**src/rtl/rpn_pkg.sv**
```systemverilog
// rpn_pkg: shared encodings for the RPN controller.
// Contents: command opcodes, ALU opcodes, response error codes, FSM state enum,
// default stack depth and the command-to-ALU opcode mapping helper.
package rpn_pkg;
    localparam int DEPTH_DEF = 8;

    typedef enum logic [2:0] {
        CMD_PUSH = 3'b000,
        CMD_ADD  = 3'b001,
        CMD_SUB  = 3'b010,
        CMD_AND  = 3'b011,
        CMD_NOT  = 3'b100,
        CMD_OR   = 3'b101,
        CMD_POP  = 3'b110,
        CMD_DUP  = 3'b111
    } cmd_e;

    localparam logic [2:0] ALU_ADD = 3'b000;
    localparam logic [2:0] ALU_SUB = 3'b001;
    localparam logic [2:0] ALU_AND = 3'b010;
    localparam logic [2:0] ALU_NOT = 3'b011;
    localparam logic [2:0] ALU_OR  = 3'b100;

    localparam logic [1:0] ERR_OK    = 2'b00;
    localparam logic [1:0] ERR_UNDER = 2'b01;
    localparam logic [1:0] ERR_OVER  = 2'b10;
    localparam logic [1:0] ERR_ILL   = 2'b11;

    typedef enum logic [2:0] {S_IDLE, S_CHECK, S_EXEC, S_WB, S_RESP} state_e;

    function automatic logic [2:0] alu_op_of(cmd_e c);
        return c == CMD_SUB ? ALU_SUB :
               c == CMD_AND ? ALU_AND :
               c == CMD_NOT ? ALU_NOT :
               c == CMD_OR  ? ALU_OR  : ALU_ADD;
    endfunction
endpackage

```
**src/rtl/rpn_if.sv**
```systemverilog
// rpn_if: command/response handshake bundle of the RPN controller.
// Signals: cmd_valid/cmd_ready/cmd_op/cmd_data (command channel),
// rsp_valid/rsp_ready/rsp_top/rsp_err (response channel).
// master = command source side, slave = controller side.
interface rpn_if;
    logic       cmd_valid;
    logic       cmd_ready;
    logic [2:0] cmd_op;
    logic [7:0] cmd_data;
    logic       rsp_valid;
    logic       rsp_ready;
    logic [7:0] rsp_top;
    logic [1:0] rsp_err;

    modport master (
        output cmd_valid, cmd_op, cmd_data, rsp_ready,
        input  cmd_ready, rsp_valid, rsp_top, rsp_err
    );
    modport slave (
        input  cmd_valid, cmd_op, cmd_data, rsp_ready,
        output cmd_ready, rsp_valid, rsp_top, rsp_err
    );
endinterface

```
**src/rtl/rpn_stack.sv**
```systemverilog
// rpn_stack: register-file operand stack of 8-bit entries.
// Ports: clk, reset (sync, active-high, clears depth);
// push_i/pop_i/pop2push_i/repl_i strobes (at most one per cycle) with wdata_i;
// tos_o/nos_o top and next-on-stack reads; depth_o/full_o/empty_o occupancy.
module rpn_stack #(
    parameter int DEPTH = 8
) (
    input  logic                         clk,
    input  logic                         reset,
    input  logic                         push_i,
    input  logic                         pop_i,
    input  logic                         pop2push_i,
    input  logic                         repl_i,
    input  logic [7:0]                   wdata_i,
    output logic [7:0]                   tos_o,
    output logic [7:0]                   nos_o,
    output logic [$clog2(DEPTH+1)-1:0]   depth_o,
    output logic                         full_o,
    output logic                         empty_o
);
    localparam int DW = $clog2(DEPTH + 1);
    localparam int AW = $clog2(DEPTH);

    logic [7:0]    mem_q [DEPTH];
    logic [DW-1:0] depth_q, depth_d;
    logic [AW-1:0] t_idx, n_idx, w_idx;

    always_comb begin
        t_idx   = AW'(depth_q - DW'(1));
        n_idx   = AW'(depth_q - DW'(2));
        // pop2push lands the result where NOS was, shrinking the stack by one
        w_idx   = push_i ? AW'(depth_q) : pop2push_i ? n_idx : t_idx;
        depth_d = push_i ? depth_q + DW'(1) :
                  (pop_i || pop2push_i) ? depth_q - DW'(1) : depth_q;
    end

    always_ff @(posedge clk) begin
        if (reset) depth_q <= '0;
        else       depth_q <= depth_d;
    end

    always_ff @(posedge clk) begin
        if (push_i || pop2push_i || repl_i) mem_q[w_idx] <= wdata_i;
    end

    assign depth_o = depth_q;
    assign full_o  = depth_q == DW'(DEPTH);
    assign empty_o = depth_q == '0;
    assign tos_o   = empty_o ? 8'h00 : mem_q[t_idx];
    assign nos_o   = mem_q[n_idx];
endmodule

```
**src/rtl/rpn_controller.sv**
```systemverilog
// rpn_controller: command sequencer for the RPN calculator stack and external ALU.
// Ports: clk, reset (sync, active-high); bus (rpn_if.slave command/response);
// alu_ain_o/alu_bin_o/alu_op_o registered ALU operands and opcode; alu_out_i ALU result;
// depth_o/full_o/empty_o stack occupancy.
// Build option: define RPN_DUP_EN to enable the DUP command; otherwise DUP reports illegal.
module rpn_controller
    import rpn_pkg::*;
#(
    parameter int DEPTH = DEPTH_DEF
) (
    input  logic                       clk,
    input  logic                       reset,
    rpn_if.slave                       bus,
    output logic [7:0]                 alu_ain_o,
    output logic [7:0]                 alu_bin_o,
    output logic [2:0]                 alu_op_o,
    input  logic [7:0]                 alu_out_i,
    output logic [$clog2(DEPTH+1)-1:0] depth_o,
    output logic                       full_o,
    output logic                       empty_o
);
    localparam int DW = $clog2(DEPTH + 1);

    state_e     state_q, state_d;
    cmd_e       op_q, op_d;
    logic [7:0] data_q, data_d, res_q, res_d;
    logic [7:0] ain_q, ain_d, bin_q, bin_d;
    logic [2:0] aop_q, aop_d;
    logic [1:0] err_q, err_d, chk_err;
    logic       push, pop, pop2push, repl, dup_cmd, need1, need2;
    logic [7:0] wdata, push_data, tos, nos;

    rpn_stack #(.DEPTH(DEPTH)) u_stack (
        .clk        (clk),
        .reset      (reset),
        .push_i     (push),
        .pop_i      (pop),
        .pop2push_i (pop2push),
        .repl_i     (repl),
        .wdata_i    (wdata),
        .tos_o      (tos),
        .nos_o      (nos),
        .depth_o    (depth_o),
        .full_o     (full_o),
        .empty_o    (empty_o)
    );

`ifdef RPN_DUP_EN
    assign dup_cmd   = op_q == CMD_DUP;
    assign push_data = dup_cmd ? tos : data_q;
`else
    assign dup_cmd   = 1'b0;
    assign push_data = data_q;
`endif

    // Illegal DUP outranks underflow so a disabled DUP always reports 11
    always_comb begin
        need2   = op_q inside {CMD_ADD, CMD_SUB, CMD_AND, CMD_OR};
        need1   = op_q inside {CMD_NOT, CMD_POP, CMD_DUP};
        chk_err = (op_q == CMD_DUP && !dup_cmd) ? ERR_ILL :
                  ((need2 && depth_o < DW'(2)) || (need1 && empty_o)) ? ERR_UNDER :
                  ((op_q == CMD_PUSH || dup_cmd) && full_o) ? ERR_OVER : ERR_OK;
    end

    always_comb begin
        state_d       = state_q;
        op_d          = op_q;
        data_d        = data_q;
        res_d         = res_q;
        err_d         = err_q;
        ain_d         = ain_q;
        bin_d         = bin_q;
        aop_d         = aop_q;
        push          = 1'b0;
        pop           = 1'b0;
        pop2push      = 1'b0;
        repl          = 1'b0;
        wdata         = push_data;
        bus.cmd_ready = state_q == S_IDLE && !reset;
        bus.rsp_valid = state_q == S_RESP;
        case (state_q)
            S_IDLE: begin
                if (bus.cmd_valid) begin
                    state_d = S_CHECK;
                    op_d    = cmd_e'(bus.cmd_op);
                    data_d  = bus.cmd_data;
                end
            end
            S_CHECK: begin
                err_d = chk_err;
                if (chk_err != ERR_OK) begin
                    state_d = S_RESP;
                end else if (op_q == CMD_PUSH || op_q == CMD_POP || dup_cmd) begin
                    push    = op_q != CMD_POP;
                    pop     = op_q == CMD_POP;
                    state_d = S_RESP;
                end else begin
                    ain_d   = op_q == CMD_NOT ? tos : nos;
                    bin_d   = op_q == CMD_NOT ? 8'h00 : tos;
                    aop_d   = alu_op_of(op_q);
                    state_d = S_EXEC;
                end
            end
            S_EXEC: begin
                res_d   = alu_out_i;
                state_d = S_WB;
            end
            S_WB: begin
                repl     = op_q == CMD_NOT;
                pop2push = op_q != CMD_NOT;
                wdata    = res_q;
                state_d  = S_RESP;
            end
            S_RESP: begin
                if (bus.rsp_ready) state_d = S_IDLE;
            end
            default: state_d = S_IDLE;
        endcase
    end

    always_ff @(posedge clk) begin
        if (reset) begin
            state_q <= S_IDLE;
            op_q    <= CMD_PUSH;
            data_q  <= '0;
            res_q   <= '0;
            err_q   <= ERR_OK;
            ain_q   <= '0;
            bin_q   <= '0;
            aop_q   <= ALU_ADD;
        end else begin
            state_q <= state_d;
            op_q    <= op_d;
            data_q  <= data_d;
            res_q   <= res_d;
            err_q   <= err_d;
            ain_q   <= ain_d;
            bin_q   <= bin_d;
            aop_q   <= aop_d;
        end
    end

    assign bus.rsp_top = tos;
    assign bus.rsp_err = err_q;
    assign alu_ain_o   = ain_q;
    assign alu_bin_o   = bin_q;
    assign alu_op_o    = aop_q;
endmodule

```
**src/flat_wrapper.sv**
```systemverilog
// flat-port wrapper written by rule: the top's interface ports become plain ports
module rpn_controller_flat import rpn_pkg::*;
#(
    parameter int DEPTH = DEPTH_DEF
)
  (clk, reset, alu_ain_o, alu_bin_o, alu_op_o, alu_out_i, depth_o, full_o, empty_o, bus_cmd_valid, bus_cmd_op, bus_cmd_data, bus_rsp_ready, bus_cmd_ready, bus_rsp_valid, bus_rsp_top, bus_rsp_err);
  rpn_if bus_i ();
  input  logic clk;
  input  logic reset;
  output logic [7:0] alu_ain_o;
  output logic [7:0] alu_bin_o;
  output logic [2:0] alu_op_o;
  input  logic [7:0] alu_out_i;
  output logic [$clog2(DEPTH+1)-1:0] depth_o;
  output logic full_o;
  output logic empty_o;
  input wire logic [$bits(bus_i.cmd_valid)-1:0] bus_cmd_valid;
  input wire logic [$bits(bus_i.cmd_op)-1:0] bus_cmd_op;
  input wire logic [$bits(bus_i.cmd_data)-1:0] bus_cmd_data;
  input wire logic [$bits(bus_i.rsp_ready)-1:0] bus_rsp_ready;
  output wire logic [$bits(bus_i.cmd_ready)-1:0] bus_cmd_ready;
  output wire logic [$bits(bus_i.rsp_valid)-1:0] bus_rsp_valid;
  output wire logic [$bits(bus_i.rsp_top)-1:0] bus_rsp_top;
  output wire logic [$bits(bus_i.rsp_err)-1:0] bus_rsp_err;
  assign bus_i.cmd_valid = bus_cmd_valid;
  assign bus_i.cmd_op = bus_cmd_op;
  assign bus_i.cmd_data = bus_cmd_data;
  assign bus_i.rsp_ready = bus_rsp_ready;
  assign bus_cmd_ready = bus_i.cmd_ready;
  assign bus_rsp_valid = bus_i.rsp_valid;
  assign bus_rsp_top = bus_i.rsp_top;
  assign bus_rsp_err = bus_i.rsp_err;
  rpn_controller #(.DEPTH(DEPTH)) u_core (.clk(clk), .reset(reset), .bus(bus_i), .alu_ain_o(alu_ain_o), .alu_bin_o(alu_bin_o), .alu_op_o(alu_op_o), .alu_out_i(alu_out_i), .depth_o(depth_o), .full_o(full_o), .empty_o(empty_o));
endmodule
```
**config.mk**
```make
export PLATFORM = sky130hd
export DESIGN_NAME = rpn_controller_flat
export DESIGN_NICKNAME = d
export VERILOG_FILES = /design/src/rtl/rpn_pkg.sv /design/src/rtl/rpn_if.sv /design/src/rtl/rpn_stack.sv /design/src/rtl/rpn_controller.sv /design/src/flat_wrapper.sv
export SDC_FILE = /design/constraint.sdc
export NUM_CORES = 1
export LEC_CHECK = 0
export ABC_AREA = 0
export CORE_ASPECT_RATIO = 1.2
export CORE_MARGIN = 5
export CORE_UTILIZATION = 50
export DETAILED_ROUTE_END_ITERATION = 10
export PLACE_DENSITY = 0.72
export SLEW_MARGIN = 40
export SYNTH_ARGS = -nofsm -noshare
export SYNTH_HDL_FRONTEND = slang
export SYNTH_SLANG_ARGS = --single-unit
export TNS_END_PERCENT = 20
```
**constraint.sdc**
```tcl
create_clock -name clk -period 4.45 [get_ports clk]
set_input_delay 1.335 -clock clk [delete_from_list [all_inputs] [get_ports clk]]
set_output_delay 1.335 -clock clk [all_outputs]
set_load 0.01 [all_outputs]
```
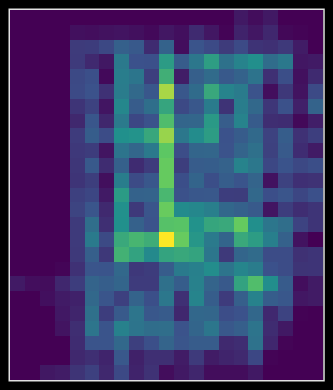
*Wire density map, run 1*
Scale: 3 px per um. The die is cut into 21 by 25 equal tiles; dark purple is low, yellow is high, scaled to the fullest tile. Values are wire area over tile area, all layers added.
emptiest ninth of the die = north-west
tiles over half the peak = 7.4%
mean over tiles = 0.15
nearly empty tiles = 24%
densest ninth of the die = center
fullest tile = 0.73
Tot GR Track Use: 19.54%
routed len/inst: 20.27 um
final WL: 12.26 mm

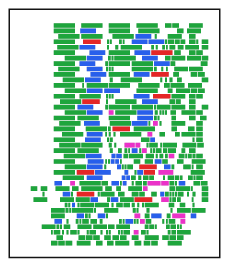
*Cells by drive strength, run 1*
Scale: 2 px per um.
red -> x6 and larger  # cells 11, most used clkbuf_16
magenta -> x3 and x4  # cells 18, most used buf_4
green -> x1 and smaller  # cells 387, most used nand2_1
blue -> x2  # cells 60, most used mux4_2

==> out/qor.csv, run 1 <==
metric;value;unit
status;finished clean;
dieArea;0.01288;sq mm
path_class;reg -> out;
initCoreUtil;50.90;%
critical_path_depth;5;
grt-ovfl-total;0;
startpoint;u_core.u_stack.depth_o[2];
tns;0;ns
setup_ws;0.5354;ns
worstSetupEndpointType;output pin;
power.group.top;sequential cells;
comb-power;298;uW
syn_to_final_growth;17.88;%
r2r_slack;1.48;ns
drt_iter0_drc;210;
antenna_found_initial;0;
drt-pass1-iter-count;5;
met3_usage;3.708;%
utilization;60.00;%
num-fill-cells;830;
top_register;u_core.u_stack.mem_q;
crit_path_max_incr_delay;0.58;ns
path_cells;inv_1 > nor2_1 > o21ai_0 > nand2_1 > clkdlybuf4s50_1;
post-synth-top-count-cell;nand2_1;
crit_path_top_delay_cell;nor2_1;
p_clk_share;35.8;%
nMultiInputCombCells;274;
final_cells;605;
crit_path_end;bus_rsp_top[3];
critPathLaunchType;flop;
clock_sink_count;111;
grt_max_degree;43;
slew_headroom;53.57;%
p_int;1692;uW
die_y;123.3;um
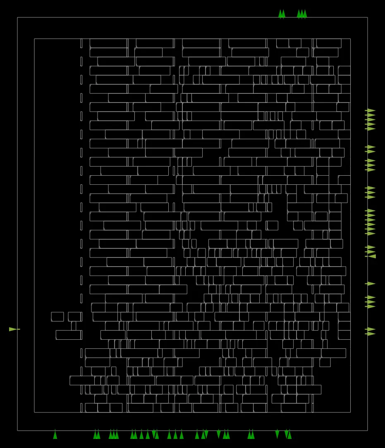
*Placed standard cells, run 1*
Rows: 41
registers: 111

## run 1: worst min path at each step
| stage | from | end | slack (ns) |
|---|---|---|---|
| after global placement | u_core.data_q[6] | u_core.data_q[6] | 0.44 |
| final | u_core.data_q[3] | u_core.data_q[3] | 0.46 |
| after global routing | u_core.data_q[5] | u_core.data_q[5] | 0.47 |
| after CTS | u_core.data_q[3] | u_core.data_q[3] | 0.46 |
| after detailed placement | u_core.data_q[3] | u_core.data_q[3] | 0.45 |
| after floorplan | u_core.data_q[0] | u_core.data_q[0] | 0.43 |
## run 1: cells by family after synthesis
family,after synthesis,share of synthesized area [%]
buf+inv,39,3.903
fa+ha+maj,5,1.169
mux,55,18.09
flops,111,53.48
simple gates,134,12.79
compound gates,78,10.24
xor+xnor,2,0.3273
### Zoomed window, run 1

Region (27, 61) to (77, 111) um. Cells in gray, sequential cells in the stronger gray; small squares are vias.
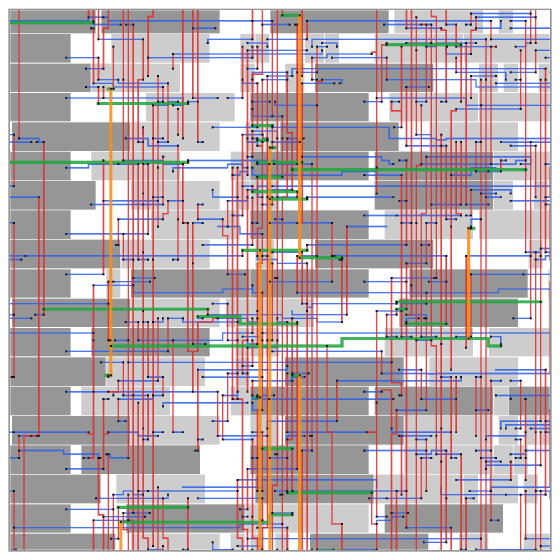

==> inputs of run 2 (changes only) <==
- SLEW_MARGIN: 40 -> 20
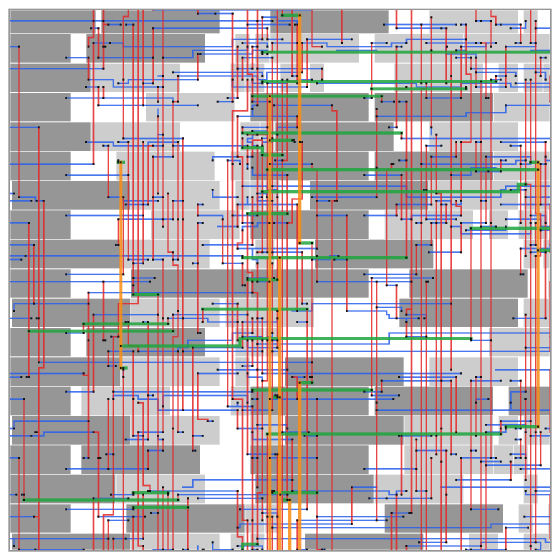
*Zoomed window, run 2*
Region (27, 61) to (77, 111) um. Cells in gray, sequential cells in the stronger gray; small squares are vias.
orange -> M4
blue -> M1
green -> M3
red -> M2
cells with their middle in the window = 113
most frequent = edfxtp_1 (45), mux4_2 (25), nand2_1 (22)
netlist names of flops here include = u_core.u_stack.mem_q (45), u_core.u_stack.depth_o (1)
sequential cells in the window = 46

==> run 2 against run 1 <==
Compared with the run above: clock skew is essentially flat; synthesized cell count is the same; cell area grew 0.32%; worst hold slack is essentially flat; final cell count shrank 0.17%; worst setup slack gained 0.00094 ns; clock power grew 15%; sequential power is essentially flat; synthesized area is the same; routed wire length grew 1.8%; maximum frequency is essentially flat; via count grew 1.3%; critical endpoint is now bus_cmd_ready; largest power group unchanged; highest routed layer unchanged.
==> out/qor.csv, run 2 <==
metric;value;unit
status;finished clean;
startpoint;reset;
dieArea;0.01288;sq mm
path_class;in -> out;
hold_start;u_core.data_q[3];
comb-power;295;uW
grt_usage;19.89;%
num-fill-cells;808;
grt_max_degree;43;
syn_to_final_growth;18.26;%
slew_headroom;32.07;%
drt_iter0_drc;360;
crit_path_end;bus_cmd_ready;
top_register;u_core.u_stack.mem_q;
crit_path_max_incr_delay;0.58;ns
initCoreUtil;50.90;%
critPathLaunchType;primary input;
wl_per_cell;20.68;um
nMultiInputCombCells;274;
crit_path_top_delay_cell;clkdlybuf4s50_1;
r2r_slack;1.26;ns
antenna_found_initial;0;
holdPathEnd;u_core.data_q[3];
clock_sink_count;111;
met3_usage;3.446;%
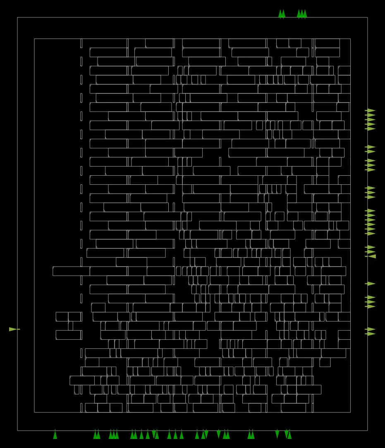
*Placed standard cells, run 2*
Core Region: 0.01052 sq mm
Post-Layout Cell Count: 604

-- run 2: metrics by stage --
stage               util, %  total power, uW  cell area, sq um  setup WS [ns]
floorplan                 -             1353              5353         0.8207
finish                60.19             2352              6330         0.5363
global placement      56.95             1448              5989         0.5190
detailed placement    56.95             1456              5989         0.5263
CTS                   60.19             2368              6330         0.5097
global route          60.19             2435              6330         0.4127
-- run 2: logic make-up (layout without fill, tap and decap cells) --
family | count (synthesis) | after routing | share of synthesized area (%)
buffers and inverters | 39 | 90 | 3.903
adder cells (fa/ha/maj) | 5 | 5 | 1.169
XOR/XNOR | 2 | 2 | 0.3273
flip-flops | 111 | 111 | 53.48
AND-OR/OR-AND | 78 | 78 | 10.24
AND/OR/NAND/NOR | 134 | 134 | 12.79
multiplexers | 55 | 55 | 18.09
==> inputs of run 3 (changes only) <==
- CTS_CLUSTER_SIZE: not set -> 14
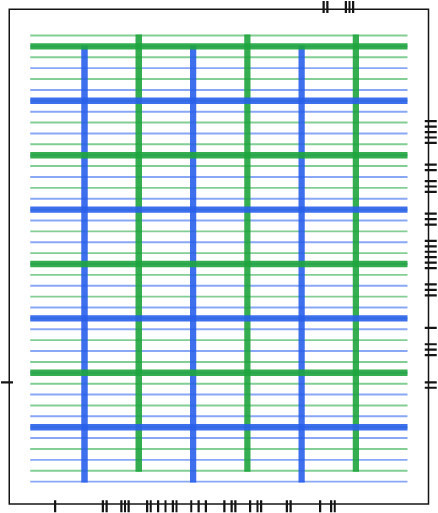
*Power grid, run 3*
Scale: 4 px per um. Pins as bars on the die edge.
blue -> VSS
green -> VDD
signal pins = 60
met5 straps = 8
die width: 104.5 um
maximum VDD drop: 0.1779 mV
Die Y-Extent: 123.3 um

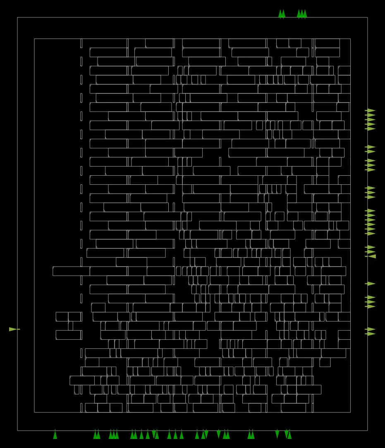
*Placed standard cells, run 3*
sequential share of cell area: 45.23%
well tap count: 129
Core Util, Final: 60.19%

==> run 3 against run 2 <==
Compared with the run above: synthesized area unchanged; clock power hardly changed; register-to-register slack is essentially flat; worst setup slack did not move; non-clock buffer count is the same; critical endpoint unchanged; maximum frequency is the same; critical path depth unchanged; via count did not move; global-route usage unchanged; flip-flop count unchanged; largest cell class unchanged; clock-buffer cell count is the same.
==> out/qor.csv, run 3 <==
metric;value;unit
design_area;0.006330;sq mm
syn_to_final_growth;18.26;%
grt_usage;19.89;%
dieArea;0.01288;sq mm
critPathLaunchType;primary input;
num_rows;41;
worstSetupEndpointType;output pin;
hold_start;u_core.data_q[3];
clock_sink_count;111;
antenna_found_initial;0;
crit_path_max_incr_delay;0.58;ns
grt-ovfl-total;0;
dpl_cell_area;0.005989;sq mm
wirelength;12.49;mm
initCoreUtil;50.90;%
crit_path_end;bus_cmd_ready;
crit_path_top_delay_cell;clkdlybuf4s50_1;
status;finished clean;
wl_per_cell;20.68;um
startpoint;reset;
tns;0;ns
path_class;in -> out;
-- run 3: cells by family after synthesis --
kind of cell / Yosys count / share of synthesized area (%)
buffers and inverters: 39 / 3.903
xor gates and xnor gates: 2 / 0.3273
DFF: 111 / 53.48
adders and majority gates: 5 / 1.169
muxes: 55 / 18.09
AOI/OAI and AO/OA: 78 / 10.24
and+or+nand+nor: 134 / 12.79
-- run 3: final cells by class --
type / count / area [sq um]
inverters: 7 / 26.28
flip-flops and latches: 111 / 2863
multi-input cells: 274 / 2281
fillers: 808 / 4187
clock inverters: 6 / 115.1
well taps: 129 / 161.4
repair buffers: 68 / 658.1
clock buffers: 9 / 225.2
-- run 3: power by group --
part	switching, uW	internal (uW)	leakage (uW)
clock	365	552	0.000164
sequential	22.0	1120	0.000968
combinational	159	136	0.00101
No activity file was given, so power comes from the tool's default toggle rates.
